--- src/rtl/ser_load_ctrl.sv ---
// ser_load_ctrl: round-robin arbiter and MSB-first serial loader for the serial-in shift register.
// Optional even-parity trailer bit is compiled in with `define SER_PARITY_EN.
module ser_load_ctrl #(
  parameter int WIDTH = 4
) (
  input  logic             clk,
  input  logic             rst,
  input  logic             req0_valid,
  input  logic [WIDTH-1:0] req0_data,
  output logic             req0_ready,
  input  logic             req1_valid,
  input  logic [WIDTH-1:0] req1_data,
  output logic             req1_ready,
  output logic             sd_out,
  output logic             sh_en,
  output logic             latch,
  output logic             busy,
  output logic             grant_id,
  output logic [1:0]       dbg_state
);

`ifdef SER_PARITY_EN
  localparam int N = WIDTH + 1;
`else
  localparam int N = WIDTH;
`endif
  localparam int CW = $clog2(WIDTH + 2);

  typedef enum logic [1:0] {
    S_IDLE  = 2'd0,
    S_SHIFT = 2'd1,
    S_LATCH = 2'd2
  } state_t;

  state_t           r_state, w_state_nxt;
  logic [CW-1:0]    r_cnt, w_cnt_nxt;
  logic [WIDTH-1:0] r_word, w_word_nxt;
  logic             r_last, r_grant;
  logic             r_sh_en, r_sd_out, r_latch, r_busy;
  logic             w_gnt0, w_gnt1, w_accept, w_bit_nxt;

  // Handshake: a word transfers on a cycle where valid and ready are both high.
  // Ready is offered only in IDLE, to at most one requester, and never while rst is high.
  always_comb begin
    w_gnt0 = 1'b0;
    w_gnt1 = 1'b0;
    if (r_state == S_IDLE && !rst) begin
      w_gnt0 = req0_valid && (!req1_valid || r_last);
      w_gnt1 = req1_valid && (!req0_valid || !r_last);
    end
    w_accept = w_gnt0 || w_gnt1;
  end

  assign req0_ready = w_gnt0;
  assign req1_ready = w_gnt1;

  always_comb begin
    w_state_nxt = r_state;
    w_cnt_nxt   = r_cnt;
    w_word_nxt  = r_word;
    case (r_state)
      S_IDLE: begin
        if (w_accept) begin
          w_state_nxt = S_SHIFT;
          w_cnt_nxt   = '0;
          w_word_nxt  = w_gnt1 ? req1_data : req0_data;
        end
      end
      S_SHIFT: begin
        if (r_cnt == CW'(N - 1)) begin
          w_state_nxt = S_LATCH;
        end else begin
          w_cnt_nxt = r_cnt + CW'(1);
        end
      end
      S_LATCH: w_state_nxt = S_IDLE;
      default: w_state_nxt = S_IDLE;
    endcase
  end

  // Bit to present next cycle; the outputs are registered from the next-state values.
  always_comb begin
    w_bit_nxt = 1'b0;
    for (int i = 0; i < WIDTH; i++) begin
      if (w_cnt_nxt == CW'(WIDTH - 1 - i)) w_bit_nxt = w_word_nxt[i];
    end
`ifdef SER_PARITY_EN
    if (w_cnt_nxt == CW'(WIDTH)) w_bit_nxt = ^w_word_nxt;
`endif
  end

  always_ff @(posedge clk or posedge rst) begin
    if (rst) begin
      r_state  <= S_IDLE;
      r_cnt    <= '0;
      r_word   <= '0;
      r_last   <= 1'b1;
      r_grant  <= 1'b0;
      r_sh_en  <= 1'b0;
      r_sd_out <= 1'b0;
      r_latch  <= 1'b0;
      r_busy   <= 1'b0;
    end else begin
      r_state  <= w_state_nxt;
      r_cnt    <= w_cnt_nxt;
      r_word   <= w_word_nxt;
      if (w_accept) begin
        r_last  <= w_gnt1;
        r_grant <= w_gnt1;
      end
      r_sh_en  <= (w_state_nxt == S_SHIFT);
      r_sd_out <= (w_state_nxt == S_SHIFT) && w_bit_nxt;
      r_latch  <= (w_state_nxt == S_LATCH);
      r_busy   <= (w_state_nxt != S_IDLE);
    end
  end

  assign sh_en     = r_sh_en;
  assign sd_out    = r_sd_out;
  assign latch     = r_latch;
  assign busy      = r_busy;
  assign grant_id  = r_grant;
  assign dbg_state = r_state;

endmodule

--- config.mk ---
export PLATFORM = sky130hd
export DESIGN_NAME = ser_load_ctrl
export DESIGN_NICKNAME = d
export VERILOG_FILES = /design/src/rtl/ser_load_ctrl.sv
export SDC_FILE = /design/constraint.sdc
export NUM_CORES = 1
export LEC_CHECK = 0
export CAP_MARGIN = 20
export CORE_MARGIN = 8
export CORE_UTILIZATION = 50
export DETAILED_ROUTE_END_ITERATION = 6
export PLACE_DENSITY = 0.82
export SLEW_MARGIN = 20
export SYNTH_ARGS = -nofsm -noshare
export SYNTH_HDL_FRONTEND = slang
export SYNTH_SLANG_ARGS = --single-unit
--- constraint.sdc ---
create_clock -name clk -period 4.4 [get_ports clk]
set_clock_uncertainty 0.2 [all_clocks]
set_input_delay 0.88 -clock clk [delete_from_list [all_inputs] [get_ports clk]]
set_output_delay 0.88 -clock clk [all_outputs]
set_load 0.01 [all_outputs]
==> run_1/cell_density.png <==
11 x 11 tiles, from white (low) to dark blue (high), 0 to 100% covered.
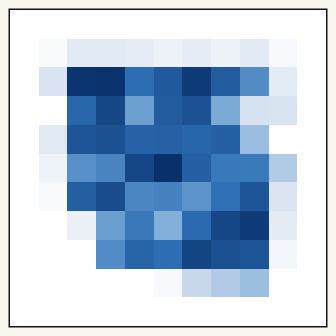
The emptiest ninth of the die: bottom left. The densest ninth of the die: middle. 41% of the tiles are nearly empty. The mean over all tiles is 32%. 25% of the tiles are over 75% full. The fullest tile reaches 100%.
Core Area: 1490 µm²
fp util: 52.9%

==> run_1/io_placement.png <==
Pins as bars across the die edge, other pins in grey.
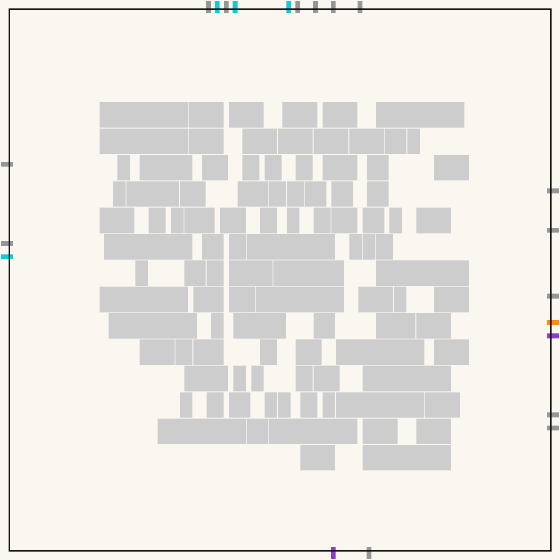
req1_data: in cyan, pins 4, direction input, edge 3 top, 1 left. dbg_state: in purple, pins 2, direction output, edge 1 right, 1 bottom. rst: in orange, pins 1, direction input, edge right.
All pins by edge: 9 top, 7 right, 3 left, 2 bottom.
die y size: 55.7 µm
die span in x: 55.7 µm
number of port buffers: 20

==> impl_results.rst, run 1 <==
Implementation results
======================

.. list-table::
   :header-rows: 1

   * - Metric
     - Value
   * - Placement row count
     - 14
   * - Sequence of cells on the critical path
     - clkdlybuf4s50_1 -> nor3_2 -> and3_1 -> clkdlybuf4s50_1
   * - Post-layout instance area
     - 1020 µm²
   * - Slew of the pin with the lowest slew margin
     - around 550 ps
   * - Type of origin of the critical path
     - input port
   * - Async S/R FF share, synth
     - 100%
   * - Post-Synth Adder-Cell Area
     - around 1.6%
   * - Area share of the leading cell type in the synthesized netlist
     - about 44%
   * - Final hold slack
     - approximately 290 ps
   * - Comb. pwr
     - 0.000351 W
   * - Ys Warns
     - 0
   * - Post-detail-place hpwl
     - approximately 1.3 mm
   * - Multiplexer fraction of the synthesized cell area
     - around 1.9%
   * - Number of setup buffers added after CTS
     - 0
   * - Number of cells in the design after placement
     - roughly 110
   * - Library cell used as clock root buffer
     - sky130_fd_sc_hd__clkbuf_4
   * - Vias per inst
     - between 5 and 6
   * - Number of cells upsized or downsized after cts
     - 0
   * - TritonCTS clock tree
     - done
   * - Setup CP Type
     - input port to output pin
   * - Final setup vio count
     - 0
   * - Number of buffers between clock root and the deepest sink
     - 2
   * - XOR/XNOR Fraction of Synth Area
     - 1.11%
   * - Setup TNS
     - 0 ps
   * - Number of antenna violations at the first check in global routing
     - 0
   * - Biggest area consumer among synthesized cells
     - sky130_fd_sc_hd__dfrtp_1
   * - Count of cells along the worst hold path
     - 2
   * - Sink count of the clock tree
     - 15
   * - Top post-synthesis cells by area
     - sky130_fd_sc_hd__dfrtp_1 44%, sky130_fd_sc_hd__o21ai_0 4.4%, sky130_fd_sc_hd__dfstp_2 3.3%, sky130_fd_sc_hd__inv_1 2.9%, sky130_fd_sc_hd__nand2_1 2.9%
   * - Routability Congestion
     - 0.846
   * - Total power per unit cell area
     - between 600 and 700 nW/µm²
   * - Prevailing logic family in the synthesized netlist
     - AND-OR/OR-AND gates
   * - DR DRC count
     - 0
   * - Reg-to-reg slack, setup
     - roughly 2100 ps
   * - Standard cell with the maximum stage delay on the critical path
     - sky130_fd_sc_hd__clkdlybuf4s50_1
   * - Number of placed I/O pins
     - 21
   * - Power Total
     - around 0.00066 W
   * - Largest register by flop count
     - r_word
   * - Number of max-slew violations in the final report
     - 0
   * - Internal power summed over all cells
     - 0.000407 W
   * - Number of DRC markers after the initial detailed-route iteration
     - 21
   * - And+or+nand+nor area frac
     - 19.8%
   * - Htree depth
     - 1
   * - Most frequent cell after synthesis
     - sky130_fd_sc_hd__dfrtp_1
   * - Critical Path Max Stage Delay
     - between 500 and 600 ps
   * - Layout cells sized above 1
     - between 10% and 20%
   * - Initial DRT Pass Iterations
     - 4
   * - Maximum number of pins on one net before global-route repair
     - 16
   * - Number of routed nets with antenna violations
     - 0
   * - Yosys Instances
     - a little under 80
   * - Area of the mapped netlist
     - a little under 800 µm²
   * - Static Leakage
     - ~0.43 nW
   * - Startpoint of the worst register-to-register path
     - dbg_state[1]
   * - Number of cells traversed by the worst register-to-register path
     - 5
   * - CTS buffer count
     - 3
   * - Part of the power in registers
     - a little over a third
   * - Post-synthesis chip area from yosys
     - roughly 790 µm²
   * - Antenna fix cells
     - 0
   * - Classification of the worst-slack hold path
     - flip-flop to flip-flop
   * - Seq/Total Area, Yosys
     - a little under half
   * - Gate power share
     - a little over half
   * - Primary flip-flop cell chosen by synthesis mapping
     - sky130_fd_sc_hd__dfrtp_1
   * - Post-synth net total
     - about 90
   * - CP Capture Point
     - req0_ready
   * - Final core utilization
     - between 60% and 70%
   * - Switching Share
     - 38.6%
   * - Layout Area Growth over Synthesis
     - 29.2%
   * - List of most frequent post-synthesis cells
     - 14 x sky130_fd_sc_hd__dfrtp_1, 7 x sky130_fd_sc_hd__o21ai_0, 6 x sky130_fd_sc_hd__inv_1, 6 x sky130_fd_sc_hd__nand2_1
   * - Average routed wire per standard cell
     - about 15 µm
   * - Area after DPL
     - between 900 and 1000 µm²
   * - AND-OR/OR-AND share of the synthesized area
     - between 20% and 30%
   * - Cell repeated most along the worst path
     - sky130_fd_sc_hd__clkdlybuf4s50_1
   * - Critical path origin
     - rst
   * - Max-cap violation count
     - 0
   * - Total congestion overflow
     - 0
   * - Flip-flop and latch power
     - 0.000234 W
   * - Arrival time of the worst setup path
     - between 2000 and 2500 ps
   * - Result of the run
     - completed
   * - Launch point of the worst hold path
     - r_word[2]
   * - Synthesis-stage register bit count
     - 15
   * - Most instantiated logic cells after routing
     - 20 x sky130_fd_sc_hd__clkdlybuf4s50_1, 14 x sky130_fd_sc_hd__dfrtp_1, 7 x sky130_fd_sc_hd__o21ai_0, 6 x sky130_fd_sc_hd__inv_1, 6 x sky130_fd_sc_hd__nand2_1
   * - Final net count
     - 113
   * - FMAX
     - between 0.2 and 0.3 GHz
   * - Final worst path period need
     - ~3600 ps
   * - Clock transition at the register clock pins on the worst setup and hold paths after CTS
     - 90 ps
   * - Leading cell type in the layout, fill and taps excluded
     - sky130_fd_sc_hd__clkdlybuf4s50_1
   * - Worst-case headroom to the max-slew limit
     - a little over three fifths
   * - Non-filler cells in the finished layout
     - approximately 120
   * - Die ar.
     - roughly 3100 µm²
   * - Placement Setup Slack
     - 842 ps
   * - Fin worst setup slack
     - between 800 and 900 ps
   * - Setup crit end kind
     - output pin
   * - Final count of hold timing violations
     - 0
   * - Count of mapped cells out of synthesis
     - approximately 77
   * - Cts-stage hold buffer count
     - 0
   * - Distinct lib cells
     - 35
   * - Capture instance of the worst register-to-register path
     - sd_out
   * - Tally of OpenROAD warnings
     - 26
   * - Wire length of the first global-routing pass
     - 2.84 mm
   * - Top power consumer group
     - combinational cells
   * - RSZ-0062 raised after global routing
     - no
   * - Flip-flops with a built-in enable
     - 0
   * - Final Cycle Share
     - 81.0%
   * - Sw power
     - between 0.0002 and 0.0003 W
   * - Endpoint of the worst hold path
     - r_word[2]
   * - Mean instance size in the synthesized netlist
     - about 10 µm²
   * - Max reg flops
     - 4
   * - Required time of the worst setup path
     - 3320 ps
   * - Vias in the first global route
     - ~630
   * - Crit-path max FO
     - 8
   * - Total routing resource utilization after global routing
     - between 10 and 15%
   * - VDD IR max
     - ~360 µV
==> run_1/layer_met3.png <==
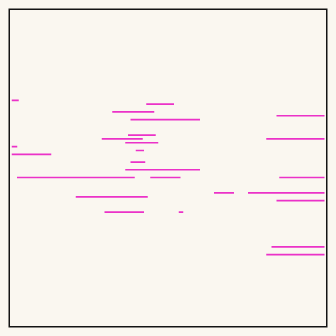
The layer carries 179 µm of wire. The wires run mostly horizontal.
Global Route met3 Usage: 6.16%
Final Routed Wirelength: 1.73 mm
vias: 653

==> run_1/clk_routes.png <==
Scale bar: 20 µm.
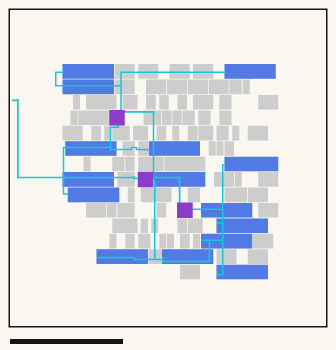
clock wires: in cyan, length 214 µm. clock drivers: in purple, count 3. flip-flops: in blue, count 15.
There are 4 routed clock nets.
relative contribution of the clock network to total power: 11.9%
insertion delay of the later-clocked pin in the worst-skew pair: 280 ps
clock-net power: 0.0000789 W

-- run 1: critical path, delay by kind of cell --
kind | cells | cell delay [ps]
AND/OR/NAND/NOR | 2 | 600
buffers and inverters | 2 | 990
-- run 1: final cells by class --
type | instances | area [µm²]
clock buffers | 4 | 26.3
fillers | 129 | 470
inverters | 6 | 22.5
multi-input cells | 54 | 373
flip-flops and latches | 15 | 377
well taps | 16 | 20.0
repair buffers | 20 | 200
-- run 1: routing by layer --
metal	vias to the layer above	wire, µm	track usage [%]
li1	315	-	-
met1	296	688	12.9
met5	-	0	0
met2	34	823	16.5
met4	0	42	5.99
met3	8	179	6.16
## Run 2: what changed since run 1
--- a/config.mk
+++ b/config.mk
@@ -7,9 +7,9 @@
 export LEC_CHECK = 0
 export CAP_MARGIN = 20
 export CORE_MARGIN = 8
-export CORE_UTILIZATION = 50
+export CORE_UTILIZATION = 42
 export DETAILED_ROUTE_END_ITERATION = 6
-export PLACE_DENSITY = 0.82
+export PLACE_DENSITY = 0.74
 export SLEW_MARGIN = 20
 export SYNTH_ARGS = -nofsm -noshare
 export SYNTH_HDL_FRONTEND = slang
==> constraint.sdc (replaced) <==
create_clock -name clk -period 3.2 [get_ports clk]
set_clock_uncertainty 0.2 [all_clocks]
set_input_delay 0.64 -clock clk [delete_from_list [all_inputs] [get_ports clk]]
set_output_delay 0.64 -clock clk [all_outputs]
set_load 0.01 [all_outputs]
==> run_2/layer_met3.png <==
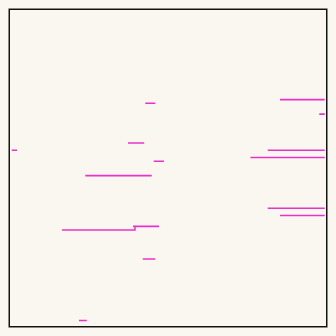
The longest straight run is 13.6 µm. The layer carries 92.2 µm of wire.
Final Routed Wirelength: 1.72 mm
Global Route met3 Usage: 1.52%

==> run 2 against run 1 <==
Die size is 13% higher. Clock power is 39% higher. Utilization is 8.0 points lower.
==> impl_results.rst, run 2 <==
Implementation results
======================

.. list-table::
   :header-rows: 1

   * - Metric
     - Value
   * - Result of the run
     - completed
   * - Maximum number of pins on one net before global-route repair
     - 16 (unchanged)
   * - Sequence of cells on the critical path
     - clkdlybuf4s50_1 -> or3_4 -> nor2_1 -> clkdlybuf4s50_1
   * - Post-detail-place hpwl
     - 1.32 mm (-1.3%)
   * - Total routing resource utilization after global routing
     - 10.9% (-0.40 points)
   * - Layout cells sized above 1
     - 17.6% (+3.5 points)
   * - Yosys Instances
     - 77 (unchanged)
   * - DR DRC count
     - 0 (unchanged)
   * - Final worst path period need
     - about 3000 ps
   * - Average routed wire per standard cell
     - 13.5 µm (-10%)
   * - Vias in the first global route
     - 620 (-1.4%)
   * - Critical Path Max Stage Delay
     - 540 ps (about the same)
   * - Flip-flops with a built-in enable
     - 0 (unchanged)
   * - Biggest area consumer among synthesized cells
     - sky130_fd_sc_hd__dfrtp_1
   * - Leading cell type in the layout, fill and taps excluded
     - sky130_fd_sc_hd__clkdlybuf4s50_1
   * - Comb. pwr
     - 0.000487 W (+39%)
   * - Cell count along the critical path
     - 4 (unchanged)
   * - Crit-path max FO
     - 10 (+2)
   * - Delay-heaviest family, CP
     - buffers and inverters
   * - Total power per unit cell area
     - 871 nW/µm² (+34%)
   * - List of most frequent post-synthesis cells
     - 14 x sky130_fd_sc_hd__dfrtp_1, 7 x sky130_fd_sc_hd__o21ai_0, 6 x sky130_fd_sc_hd__inv_1, 6 x sky130_fd_sc_hd__nand2_1
   * - Post-Synth Adder-Cell Area
     - 1.59% (unchanged)
   * - Setup TNS
     - 0 ps (unchanged)
   * - Placement row count
     - 15 (+1)
   * - Met2 routing resource usage after global routing
     - 16.8% (+0.29 points)
   * - Number of cells traversed by the worst register-to-register path
     - 6 (+1)
   * - Wire length of the first global-routing pass
     - 2.87 mm (+0.99%)
   * - Routability Congestion
     - 0.819 (-3.2%)
   * - Uppermost layer routed
     - met4
   * - Prevailing logic family in the synthesized netlist
     - AND-OR/OR-AND gates
   * - Number of buffers between clock root and the deepest sink
     - 2 (unchanged)
   * - Area of the mapped netlist
     - 788 µm² (unchanged)
   * - Initial DRT Pass Iterations
     - 4 (unchanged)
   * - Met1 global-route usage
     - 13.0% (+0.10 points)
   * - Distinct lib cells
     - 35 (unchanged)
   * - Post-layout instance area
     - 1050 µm² (+3.4%)
   * - Count of buffering cells on the critical path with inverters included
     - 2 (unchanged)
   * - Setup crit end kind
     - output pin
   * - Vias per inst
     - 5.10 (-10%)
   * - Synthesis-stage register bit count
     - 15 (unchanged)
   * - Max reg flops
     - 4 (unchanged)
   * - Final setup vio count
     - 0 (unchanged)
   * - Number of antenna violations at the first check in global routing
     - 0 (unchanged)
   * - TritonCTS clock tree
     - done
   * - Setup CP Type
     - input port to output pin
   * - Top power consumer group
     - combinational cells
   * - Part of the power in registers
     - 34.9% (-0.4 points)
   * - Post-synth net total
     - 90 (unchanged)
   * - Final count of hold timing violations
     - 0 (unchanged)
   * - Launch point of the worst hold path
     - r_word[2]
   * - Vias
     - 648 (-0.77%)
   * - Seq/Total Area, Yosys
     - 47.8% (unchanged)
   * - Antenna fix cells
     - 0 (unchanged)
   * - Slew of the pin with the lowest slew margin
     - 538 ps (-15.2 ps)
   * - Core Area
     - 1750 µm² (+17%)
   * - Die y size
     - 59.3 µm (+6.5%)
   * - Endpoint of the worst hold path
     - r_word[2]
   * - Sw power
     - 0.000348 W (+36%)
   * - Worst-case headroom to the max-slew limit
     - 64.1% (+1.0 points)
   * - Wire length on met2
     - 814 µm (-1.1%)
   * - Async S/R FF share, synth
     - 100% (unchanged)
   * - Max-cap violation count
     - 0 (unchanged)
   * - Non-filler cells in the finished layout
     - 127 (+10%)
   * - Filler cell count
     - 152 (+18%)
   * - Standard cell with the maximum stage delay on the critical path
     - sky130_fd_sc_hd__clkdlybuf4s50_1
   * - Required time of the worst setup path
     - 2360 ps (-960 ps)
   * - Number of max-slew violations in the final report
     - 0 (unchanged)
   * - Static Leakage
     - 0.448 nW (+4.1%)
   * - Tally of OpenROAD warnings
     - 26 (unchanged)
   * - Library cell used as clock root buffer
     - sky130_fd_sc_hd__clkbuf_4
   * - Total congestion overflow
     - 0 (unchanged)
   * - Multiplexer fraction of the synthesized cell area
     - 1.90% (unchanged)
   * - Number of placed I/O pins
     - 21 (unchanged)
   * - Relative contribution of the clock network to total power
     - 12.0% (about the same)
   * - Post-synthesis chip area from yosys
     - 788 µm² (unchanged)
   * - Count of cells along the worst hold path
     - 2 (unchanged)
   * - CP Capture Point
     - req1_ready
   * - Top post-synthesis cells by area
     - sky130_fd_sc_hd__dfrtp_1 44%, sky130_fd_sc_hd__o21ai_0 4.4%, sky130_fd_sc_hd__dfstp_2 3.3%, sky130_fd_sc_hd__inv_1 2.9%, sky130_fd_sc_hd__nand2_1 2.9%
   * - Number of setup buffers added after CTS
     - 0 (unchanged)
   * - Area share of the leading cell type in the synthesized netlist
     - 44.4% (unchanged)
   * - Insertion delay of the later-clocked pin in the worst-skew pair
     - 290 ps (about the same)
   * - Reg-to-reg slack, setup
     - 860 ps (-1270 ps)
   * - Internal power summed over all cells
     - 0.000569 W (+40%)
   * - XOR/XNOR Fraction of Synth Area
     - 1.11% (unchanged)
   * - Most instantiated logic cells after routing
     - 20 x sky130_fd_sc_hd__clkdlybuf4s50_1, 14 x sky130_fd_sc_hd__dfrtp_1, 7 x sky130_fd_sc_hd__o21ai_0, 6 x sky130_fd_sc_hd__inv_1, 6 x sky130_fd_sc_hd__nand2_1
   * - Final Cycle Share
     - 93.0%
   * - Flip-flop and latch power
     - 0.000320 W (+37%)
   * - Type of origin of the critical path
     - input port
   * - Final net count
     - 116 (+2.7%)
   * - Classification of the worst-slack hold path
     - flip-flop to flip-flop
   * - Largest register by flop count
     - r_word
   * - FMAX
     - approximately 0.34 GHz
   * - CTS buffer count
     - 3 (unchanged)
   * - And+or+nand+nor area frac
     - 19.8% (unchanged)
   * - Most frequent cell after synthesis
     - sky130_fd_sc_hd__dfrtp_1
   * - Detailed-routed wire length on met3
     - 92 µm (-49%)
   * - Cell repeated most along the worst path
     - sky130_fd_sc_hd__clkdlybuf4s50_1
   * - Area after DPL
     - 1030 µm² (+3.4%)
   * - Number of DRC markers after the initial detailed-route iteration
     - 12 (-43%)
   * - Wire length the detailed router placed on met1
     - 754 µm (+9.6%)
   * - Ys Warns
     - 0 (unchanged)
   * - Mean instance size in the synthesized netlist
     - 10.2 µm² (unchanged)
   * - Capture instance of the worst register-to-register path
     - sd_out
   * - Global route hottest layer
     - met2
   * - Die span in x
     - 59.3 µm (+6.5%)
   * - Number of port buffers
     - 20 (unchanged)
   * - Layout Area Growth over Synthesis
     - 33.7%
   * - VDD IR max
     - 404 µV (+13%)
   * - Number of routed nets with antenna violations
     - 0 (unchanged)
   * - Gate power share
     - 53.1% (+0.2 points)
   * - Critical path origin
     - rst
   * - Switching Share
     - 37.9% (-0.66 points)
   * - Clock-net power
     - 0.000110 W (+39%)
   * - Primary flip-flop cell chosen by synthesis mapping
     - sky130_fd_sc_hd__dfrtp_1
   * - Clock transition at the register clock pins on the worst setup and hold paths after CTS
     - 90 ps (about the same)
   * - Count of mapped cells out of synthesis
     - 77 (unchanged)
   * - Arrival time of the worst setup path
     - 2140 ps (-340 ps)
   * - Cts-stage hold buffer count
     - 0 (unchanged)
   * - Fp util
     - 45.2% (-7.8 points)
   * - Htree depth
     - 1 (unchanged)
   * - AND-OR/OR-AND share of the synthesized area
     - 22.9% (unchanged)
   * - Startpoint of the worst register-to-register path
     - dbg_state[1]
   * - Number of cells upsized or downsized after cts
     - 0 (unchanged)
   * - Sink count of the clock tree
     - 15 (unchanged)
   * - Number of cells in the design after placement
     - 123 (+11%)
   * - RSZ-0062 raised after global routing
     - no
   * - Die ar.
     - 3520 µm² (+13%)
## run 2: cell counts after synthesis
Identical to the previous run, type by type.
## run 2: metrics by stage
step	total power, W	hold WS, ps	util (%)	setup slack [ps]
floorplan	0.000654	254	-	1020
global placement	0.000804	272	58.8	223
detailed placement	0.000816	274	58.8	219
CTS	0.000929	295	60.4	216
global route	0.000992	311	60.4	157
finish	0.000917	292	60.4	224
## run 2: area by class of cell
cell class                 count  area [µm²]  area share, %
clock buffer                   3        22.5           2.14
timing repair buffer          23         223           21.1
tap                           25        31.3           2.97
sequential                    15         377           35.7
inverter                       6        22.5           2.14
clock inverter                 1        5.00          0.475
multi-input combinational     54         373           35.4
==> run_2/clk_routes.png <==
Scale bar: 20 µm.
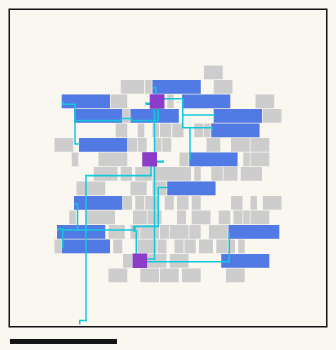

## Run 3: what changed since run 2
--- a/config.mk
+++ b/config.mk
@@ -9,6 +9,8 @@
 export CORE_MARGIN = 8
 export CORE_UTILIZATION = 42
 export DETAILED_ROUTE_END_ITERATION = 6
+export GPL_ROUTABILITY_DRIVEN = 1
+export GPL_TIMING_DRIVEN = 0
 export PLACE_DENSITY = 0.74
 export SLEW_MARGIN = 20
 export SYNTH_ARGS = -nofsm -noshare
==> run_3/clk_routes.png <==
Scale bar: 20 µm.
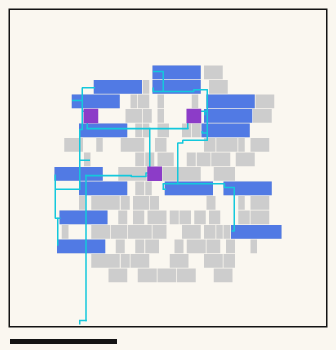
clock wires: in cyan, length 190 µm. clock drivers: in purple, count 3. flip-flops: in blue, count 15.
There are 4 routed clock nets.
relative contribution of the clock network to total power: 11.4%
clock-net power: 0.000105 W

==> run 3 against run 2 <==
Worst setup slack got worse by 140 ps. Die size unchanged. Cell area decreased by 0.71%. Hold slack got worse by 4.6 ps. Combinational power increased by 2%. Non-clock buffer count decreased by 1. Sequential power about the same. Fmax decreased by 4.6%. Register-to-register slack improved by 170 ps. Power increased by 0.18%. Area after synthesis unchanged.
==> impl_results.rst, run 3 <==
Implementation results
======================

.. list-table::
   :header-rows: 1

   * - Metric
     - Value
   * - Final net count
     - 115 (-0.86%)
   * - Slew of the pin with the lowest slew margin
     - 557 ps (+19.8 ps)
   * - Total power per unit cell area
     - 879 nW/µm² (+0.90%)
   * - Most frequent cell after synthesis
     - sky130_fd_sc_hd__dfrtp_1
   * - Post-synth net total
     - 90 (unchanged)
   * - RSZ-0062 raised after global routing
     - no
   * - Part of the power in registers
     - 34.7% (-0.2 points)
   * - Count of cells along the worst hold path
     - 2 (unchanged)
   * - XOR/XNOR Fraction of Synth Area
     - 1.11% (unchanged)
   * - CTS buffer count
     - 3 (unchanged)
   * - Top post-synthesis cells by area
     - sky130_fd_sc_hd__dfrtp_1 44%, sky130_fd_sc_hd__o21ai_0 4.4%, sky130_fd_sc_hd__dfstp_2 3.3%, sky130_fd_sc_hd__inv_1 2.9%, sky130_fd_sc_hd__nand2_1 2.9%
   * - Filler cell count
     - 161 (+5.9%)
   * - Reg-to-reg slack, setup
     - 1030 ps (+170 ps)
   * - Standard cell with the maximum stage delay on the critical path
     - sky130_fd_sc_hd__clkdlybuf4s50_1
   * - Sw power
     - 0.000346 W (-0.44%)
   * - Area share of the leading cell type in the synthesized netlist
     - 44.4% (unchanged)
   * - Routability Congestion
     - 0.804 (-1.7%)
   * - Total congestion overflow
     - 0 (unchanged)
   * - Primary flip-flop cell chosen by synthesis mapping
     - sky130_fd_sc_hd__dfrtp_1
   * - Clock transition at the register clock pins on the worst setup and hold paths after CTS
     - 70 ps (-20 ps)
   * - Startpoint of the worst register-to-register path
     - dbg_state[1]
   * - Sequence of cells on the critical path
     - clkdlybuf4s50_1 -> nor3_2 -> and3_1 -> clkdlybuf4s50_1
   * - Endpoint of the worst hold path
     - r_word[2]
   * - CP Capture Point
     - req0_ready
   * - Fp util
     - 45.2% (unchanged)
   * - Layout Area Growth over Synthesis
     - 32.7%
   * - Global Route met3 Usage
     - 3.04% (+1.5 points)
   * - Seq/Total Area, Yosys
     - 47.8% (unchanged)
   * - Number of antenna violations at the first check in global routing
     - 0 (unchanged)
   * - Area of the mapped netlist
     - 788 µm² (unchanged)
   * - FMAX
     - 0.321 GHz (-4.6%)
   * - TritonCTS clock tree
     - done
   * - Gate power share
     - 53.9% (+0.8 points)
   * - Vias
     - 645 (-0.46%)
   * - Final worst path period need
     - 3120 ps (+143 ps)
   * - Layout cells sized above 1
     - 15.8% (-1.8 points)
   * - Arrival time of the worst setup path
     - 2280 ps (+140 ps)
   * - Number of DRC markers after the initial detailed-route iteration
     - 14 (+2)
   * - Final setup vio count
     - 0 (unchanged)
   * - Required time of the worst setup path
     - 2360 ps (about the same)
   * - Post-detail-place hpwl
     - 1.33 mm (+1.4%)
   * - Final count of hold timing violations
     - 0 (unchanged)
   * - Final hold slack
     - 288 ps (-4.60 ps)
   * - Internal power summed over all cells
     - 0.000573 W (+0.57%)
   * - Distinct lib cells
     - 35 (unchanged)
   * - Async S/R FF share, synth
     - 100% (unchanged)
   * - Type of origin of the critical path
     - input port
   * - Number of buffers between clock root and the deepest sink
     - 2 (unchanged)
   * - Non-filler cells in the finished layout
     - 126 (-0.79%)
   * - Mean instance size in the synthesized netlist
     - 10.2 µm² (unchanged)
   * - Sink count of the clock tree
     - 15 (unchanged)
   * - Met2 routing resource usage after global routing
     - 18.2% (+1.4 points)
   * - Count of mapped cells out of synthesis
     - 77 (unchanged)
   * - Uppermost layer routed
     - met4
   * - Post-synthesis chip area from yosys
     - 788 µm² (unchanged)
   * - Number of setup buffers added after CTS
     - 0 (unchanged)
   * - Final core utilization
     - 59.9% (-0.43 points)
   * - Crit-path max FO
     - 8 (-2)
   * - Ys Warns
     - 0 (unchanged)
   * - Vias per inst
     - 5.12 (+0.33%)
   * - Max-cap violation count
     - 0 (unchanged)
   * - Antenna fix cells
     - 0 (unchanged)
   * - Die y size
     - 59.3 µm (unchanged)
   * - List of most frequent post-synthesis cells
     - 14 x sky130_fd_sc_hd__dfrtp_1, 7 x sky130_fd_sc_hd__o21ai_0, 6 x sky130_fd_sc_hd__inv_1, 6 x sky130_fd_sc_hd__nand2_1
   * - Insertion delay of the later-clocked pin in the worst-skew pair
     - 280 ps (about the same)
   * - Setup CP Type
     - input port to output pin
   * - Static Leakage
     - 0.441 nW (-1.7%)
   * - Wire length of the first global-routing pass
     - 2.92 mm (+1.7%)
   * - Vias in the first global route
     - 651 (+5.0%)
   * - Total routing resource utilization after global routing
     - 10.8% (-0.16 points)
   * - Setup TNS
     - 0 ps (unchanged)
   * - Global route hottest layer
     - met2
   * - Number of cells in the design after placement
     - 122 (-0.81%)
   * - Launch point of the worst hold path
     - r_word[2]
   * - Leading cell type in the layout, fill and taps excluded
     - sky130_fd_sc_hd__clkdlybuf4s50_1
   * - Core Area
     - 1750 µm² (unchanged)
   * - Biggest area consumer among synthesized cells
     - sky130_fd_sc_hd__dfrtp_1
   * - Yosys Instances
     - 77 (unchanged)
   * - Met1 global-route usage
     - 11.6% (-1.3 points)
   * - Post-layout instance area
     - 1050 µm² (-0.71%)
   * - Die ar.
     - 3520 µm² (unchanged)
   * - Capture instance of the worst register-to-register path
     - sd_out
   * - Htree depth
     - 1 (unchanged)
   * - Max reg flops
     - 4 (unchanged)
   * - Critical path origin
     - rst
   * - Maximum number of pins on one net before global-route repair
     - 16 (unchanged)
   * - Largest register by flop count
     - r_word
   * - Prevailing logic family in the synthesized netlist
     - AND-OR/OR-AND gates
   * - Worst-case headroom to the max-slew limit
     - 62.8% (-1.3 points)
   * - Area after DPL
     - 1020 µm² (-0.61%)
   * - Number of port buffers
     - 20 (unchanged)
   * - Area taken by multi-input logic gates
     - 373 µm² (unchanged)
   * - Flip-flops with a built-in enable
     - 0 (unchanged)
   * - Library cell used as clock root buffer
     - sky130_fd_sc_hd__clkbuf_4
   * - Placement Setup Slack
     - 63.5 ps (-156 ps)
   * - Number of max-slew violations in the final report
     - 0 (unchanged)
   * - Result of the run
     - completed
   * - Setup crit end kind
     - output pin
   * - Cts-stage hold buffer count
     - 0 (unchanged)
   * - Detailed-routed wire length on met3
     - 96 µm (+4.3%)
   * - Final Cycle Share
     - 97.5% (+4.5 points)
   * - Number of cells upsized or downsized after cts
     - 0 (unchanged)
   * - AND-OR/OR-AND share of the synthesized area
     - 22.9% (unchanged)
   * - Multiplexer fraction of the synthesized cell area
     - 1.90% (unchanged)
   * - DR DRC count
     - 0 (unchanged)
   * - Wire length the detailed router placed on met1
     - 725 µm (-3.8%)
   * - Switching Share
     - 37.7% (-0.24 points)
   * - Most instantiated logic cells after routing
     - 20 x sky130_fd_sc_hd__clkdlybuf4s50_1, 14 x sky130_fd_sc_hd__dfrtp_1, 7 x sky130_fd_sc_hd__o21ai_0, 6 x sky130_fd_sc_hd__inv_1, 6 x sky130_fd_sc_hd__nand2_1
   * - Classification of the worst-slack hold path
     - flip-flop to flip-flop
   * - Power Total
     - 0.000919 W (+0.18%)
   * - Average routed wire per standard cell
     - 13.4 µm (-0.56%)
   * - Area used by sequential logic in the layout
     - 377 µm² (unchanged)
   * - Cell repeated most along the worst path
     - sky130_fd_sc_hd__clkdlybuf4s50_1
   * - Number of placed I/O pins
     - 21 (unchanged)
   * - Number of cells traversed by the worst register-to-register path
     - 5 (-1)
==> run 3: cell counts after synthesis <==
Identical to the previous run, type by type.
==> run 3: final cells by class <==
type	instances	area share (%)
multi-input combinational	54	35.6
timing repair buffer	20	19.1
inverter	6	2.15
clock buffer	4	2.51
buffer	2	1.56
tap	25	2.99
sequential	15	36.0
==> run 3: power by group through the flow <==
stage,Sequential (W),Clock (W),Combinational (W)
after global routing,0.000328,0.000119,0.000547
after floorplan,0.000337,0,0.000317
final,0.000319,0.000105,0.000495
after global placement,0.000320,0,0.000485
after CTS,0.000319,0.000108,0.000501
after detailed placement,0.000323,0,0.000496
==> run 3: critical path, delay by kind of cell <==
family	cells	cell delay (ps)
buf+inv	2	990
simple gates	2	640
No activity file was given, so power comes from the tool's default toggle rates.
